[config.mk]
export PLATFORM = sky130hd
export DESIGN_NAME = reg_readout_serializer_flat
export DESIGN_NICKNAME = d
export VERILOG_FILES = /design/src/rtl/reg_readout_serializer_if.sv /design/src/rtl/reg_readout_serializer.sv /design/src/flat_wrapper.sv
export SDC_FILE = /design/constraint.sdc
export NUM_CORES = 1
export LEC_CHECK = 0
export CAP_MARGIN = 10
export CORE_UTILIZATION = 45
export CTS_CLUSTER_SIZE = 24
export DETAILED_ROUTE_END_ITERATION = 16
export DONT_BUFFER_PORTS = 1
export HOLD_SLACK_MARGIN = 0.15
export PLACE_DENSITY = 0.71
export REMOVE_ABC_BUFFERS = 1
export SYNTH_ARGS = -nofsm -noshare
export SYNTH_HDL_FRONTEND = slang
export SYNTH_SLANG_ARGS = --single-unit
[constraint.sdc]
create_clock -name clock -period 1.62 [get_ports clock]
set_clock_uncertainty 0.1 [all_clocks]
set_input_delay 0.324 -clock clock [delete_from_list [all_inputs] [get_ports clock]]
set_output_delay 0.324 -clock clock [all_outputs]
set_load 0.05 [all_outputs]
[src/rtl/reg_readout_serializer_if.sv]
// Bundle for the register read serializer: request handshake, bank read
// port and serial output link. The master side is whatever issues requests
// and hosts the register bank; the slave side is the serializer itself.
interface reg_readout_serializer_if #(
    parameter int DATA_WIDTH = 8,
    parameter int ADDR_WIDTH = 4
);
    logic                  req_valid;
    logic [ADDR_WIDTH-1:0] req_addr;
    logic                  req_ready;
    logic                  rd_en;
    logic [ADDR_WIDTH-1:0] rd_addr;
    logic [DATA_WIDTH-1:0] rd_data;
    logic                  ser_data;
    logic                  ser_valid;
    logic                  ser_last;
    logic                  busy;

    modport master (
        output req_valid, req_addr, rd_data,
        input  req_ready, rd_en, rd_addr, ser_data, ser_valid, ser_last, busy
    );

    modport slave (
        input  req_valid, req_addr, rd_data,
        output req_ready, rd_en, rd_addr, ser_data, ser_valid, ser_last, busy
    );
endinterface

[src/rtl/reg_readout_serializer.sv]
// reg_readout_serializer: on an accepted request, reads one word from the
// register bank's synchronous read port and shifts it out MSB first with
// valid/last strobes. One word per request, no back-pressure on the link.
// Optional feature macro: PARITY_EN appends an even-parity bit (XOR of the
// captured word) after the data bits and moves ser_last onto it.
module reg_readout_serializer #(
    parameter int DATA_WIDTH = 8,
    parameter int ADDR_WIDTH = 4
) (
    input  logic clock,
    input  logic reset,
    reg_readout_serializer_if.slave bus
);
`ifdef PARITY_EN
    localparam int FRAME_BITS = DATA_WIDTH + 1;
`else
    localparam int FRAME_BITS = DATA_WIDTH;
`endif
    localparam int CNT_WIDTH = $clog2(DATA_WIDTH + 1);
    localparam logic [CNT_WIDTH-1:0] LAST_CNT = CNT_WIDTH'(FRAME_BITS - 1);

    typedef enum logic [1:0] {
        ST_IDLE,
        ST_FETCH,
        ST_WAIT,
        ST_SHIFT
    } state_t;

    state_t                  state_reg, state_next;
    logic [ADDR_WIDTH-1:0]   addr_reg, addr_next;
    logic [FRAME_BITS-1:0]   shift_reg, shift_next;
    logic [CNT_WIDTH-1:0]    cnt_reg, cnt_next;
    logic [FRAME_BITS-1:0]   load_word;
    logic                    shifting;

    // Word as it enters the shift register; parity rides in the LSB slot.
`ifdef PARITY_EN
    assign load_word = {bus.rd_data, ^bus.rd_data};
`else
    assign load_word = bus.rd_data;
`endif

    // State and datapath registers; reset aborts any frame immediately.
    always_ff @(posedge clock or negedge reset) begin
        if (!reset) begin
            state_reg <= ST_IDLE;
            addr_reg  <= '0;
            shift_reg <= '0;
            cnt_reg   <= '0;
        end else begin
            state_reg <= state_next;
            addr_reg  <= addr_next;
            shift_reg <= shift_next;
            cnt_reg   <= cnt_next;
        end
    end

    // Next-state and datapath updates for the IDLE->FETCH->WAIT->SHIFT walk.
    always_comb begin
        state_next = state_reg;
        addr_next  = addr_reg;
        shift_next = shift_reg;
        cnt_next   = cnt_reg;
        case (state_reg)
            ST_IDLE: begin
                if (bus.req_valid) begin
                    addr_next  = bus.req_addr;
                    state_next = ST_FETCH;
                end
            end
            ST_FETCH: begin
                state_next = ST_WAIT;
            end
            ST_WAIT: begin
                // Bank data is valid this cycle; capture it once so later
                // changes on rd_data cannot disturb the frame.
                shift_next = load_word;
                cnt_next   = '0;
                state_next = ST_SHIFT;
            end
            ST_SHIFT: begin
                shift_next = {shift_reg[FRAME_BITS-2:0], 1'b0};
                if (cnt_reg == LAST_CNT) begin
                    // Hold the counter at its final value rather than wrap.
                    state_next = ST_IDLE;
                end else begin
                    cnt_next = cnt_reg + CNT_WIDTH'(1);
                end
            end
            default: begin
                state_next = ST_IDLE;
            end
        endcase
    end

    // Outputs are pure state decodes so they follow reset without delay.
    assign shifting      = (state_reg == ST_SHIFT);
    assign bus.req_ready = (state_reg == ST_IDLE);
    assign bus.busy      = (state_reg != ST_IDLE);
    assign bus.rd_en     = (state_reg == ST_FETCH);
    assign bus.rd_addr   = addr_reg;
    assign bus.ser_valid = shifting;
    assign bus.ser_data  = shifting & shift_reg[FRAME_BITS-1];
    assign bus.ser_last  = shifting && (cnt_reg == LAST_CNT);
endmodule

[src/flat_wrapper.sv]
// flat-port wrapper written by rule: the top's interface ports become plain ports
module reg_readout_serializer_flat 
#(
    parameter int DATA_WIDTH = 8,
    parameter int ADDR_WIDTH = 4
)
  (clock, reset, bus_req_valid, bus_req_addr, bus_rd_data, bus_req_ready, bus_rd_en, bus_rd_addr, bus_ser_data, bus_ser_valid, bus_ser_last, bus_busy);
  reg_readout_serializer_if #(.DATA_WIDTH(DATA_WIDTH), .ADDR_WIDTH(ADDR_WIDTH)) bus_i ();
  input  logic clock;
  input  logic reset;
  input wire logic [$bits(bus_i.req_valid)-1:0] bus_req_valid;
  input wire logic [$bits(bus_i.req_addr)-1:0] bus_req_addr;
  input wire logic [$bits(bus_i.rd_data)-1:0] bus_rd_data;
  output wire logic [$bits(bus_i.req_ready)-1:0] bus_req_ready;
  output wire logic [$bits(bus_i.rd_en)-1:0] bus_rd_en;
  output wire logic [$bits(bus_i.rd_addr)-1:0] bus_rd_addr;
  output wire logic [$bits(bus_i.ser_data)-1:0] bus_ser_data;
  output wire logic [$bits(bus_i.ser_valid)-1:0] bus_ser_valid;
  output wire logic [$bits(bus_i.ser_last)-1:0] bus_ser_last;
  output wire logic [$bits(bus_i.busy)-1:0] bus_busy;
  assign bus_i.req_valid = bus_req_valid;
  assign bus_i.req_addr = bus_req_addr;
  assign bus_i.rd_data = bus_rd_data;
  assign bus_req_ready = bus_i.req_ready;
  assign bus_rd_en = bus_i.rd_en;
  assign bus_rd_addr = bus_i.rd_addr;
  assign bus_ser_data = bus_i.ser_data;
  assign bus_ser_valid = bus_i.ser_valid;
  assign bus_ser_last = bus_i.ser_last;
  assign bus_busy = bus_i.busy;
  reg_readout_serializer #(.DATA_WIDTH(DATA_WIDTH), .ADDR_WIDTH(ADDR_WIDTH)) u_core (.clock(clock), .reset(reset), .bus(bus_i));
endmodule
**Floorplan with the power grid**

Pins as bars on the die edge.
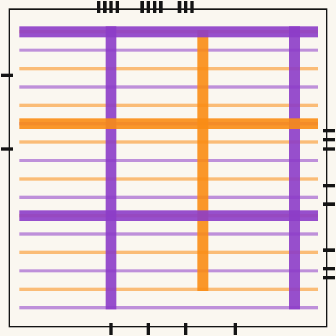
net	color
VSS	purple
VDD	orange
signal pins	25
met5 straps	3
rows	15
VDD IR max: 1.35 mV
height of the die: 46.7 um
Die X: 46.7 um
core area: 0.00180 mm^2

**Cell classes on the final placement**

Scale bar: 10 um.
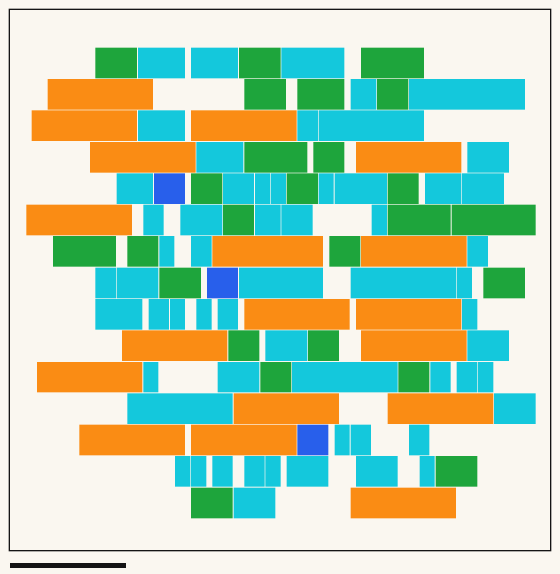
class	color	cells
registers	orange	18
remaining buffers and delay cells	green	25
remaining logic cells	cyan	59
clock-net drivers	blue	3
row cnt: 15
sequential share of cell area: 0.356
final instance area: 0.00127 mm^2

**Routed clock nets over the placement**

Scale bar: 10 um.
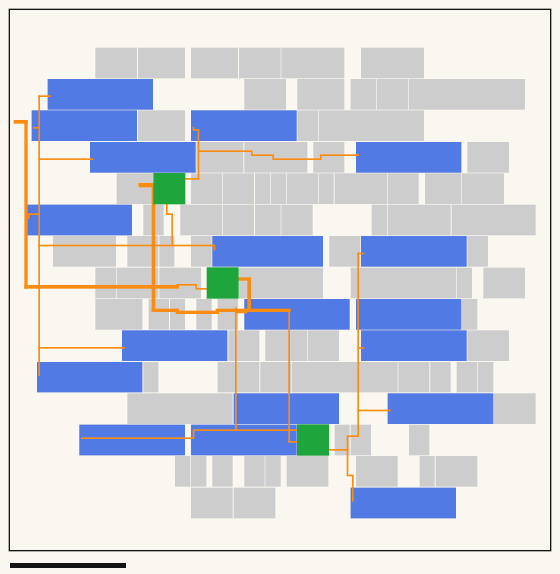
[clock wires] orange | length: 220 um
[flip-flops] blue | count: 18
[clock-net drivers] green | count: 3
routed clock nets	4
Power Clock: 0.219 mW
clock share of power: 0.079
clk ins delay skew pair: 0.30 ns

**Wiring by layer**

Two of the layers only.
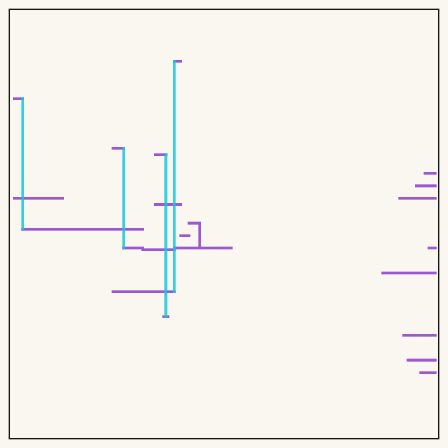
layer	color	wire length
M3	purple	70.5 um
M4	cyan	68.0 um
Routed WL: 2020 um
routed len/inst: 15.5 um
vias: 666
GRT Resource Usage Total: 0.214

==> flow_summary.ini <==
; flow metrics
[critical_path]
crit_fanout = 4
reg2reg_slack_ns = 0.05
cp-endpoint = bus_ser_last
cpPeakStageDelay_ns = 0.44
crit_required_ns = 1.20

[yosys]
largest_area_cell = dfrtp_1
numSynthFlops = 18
ys_seq_frac = 0.500
synthMuxAreaShare = 0.178
ys_top_logic_family = multiplexers

[timing]
finalSetupViolCount = 4
holdWs_ns = 0.144
setup_ws_ns = -0.0418

[cts]
cts_tree = done

[cells_and_area]
final-clk-cell-share = 0.0178
flops = 18

[run]
maxCapViolCount = 0

[outcome]
violations = setup timing
outcome = finished with violations

[power_and_ir_drop]
power_leader = combinational logic

[global_route]
grt_max_degree = 19
grt_pass1_wl_um = 3080

[route]
top_layer = met4
Power figures rest on the tool's default switching activity, not on a simulated workload.
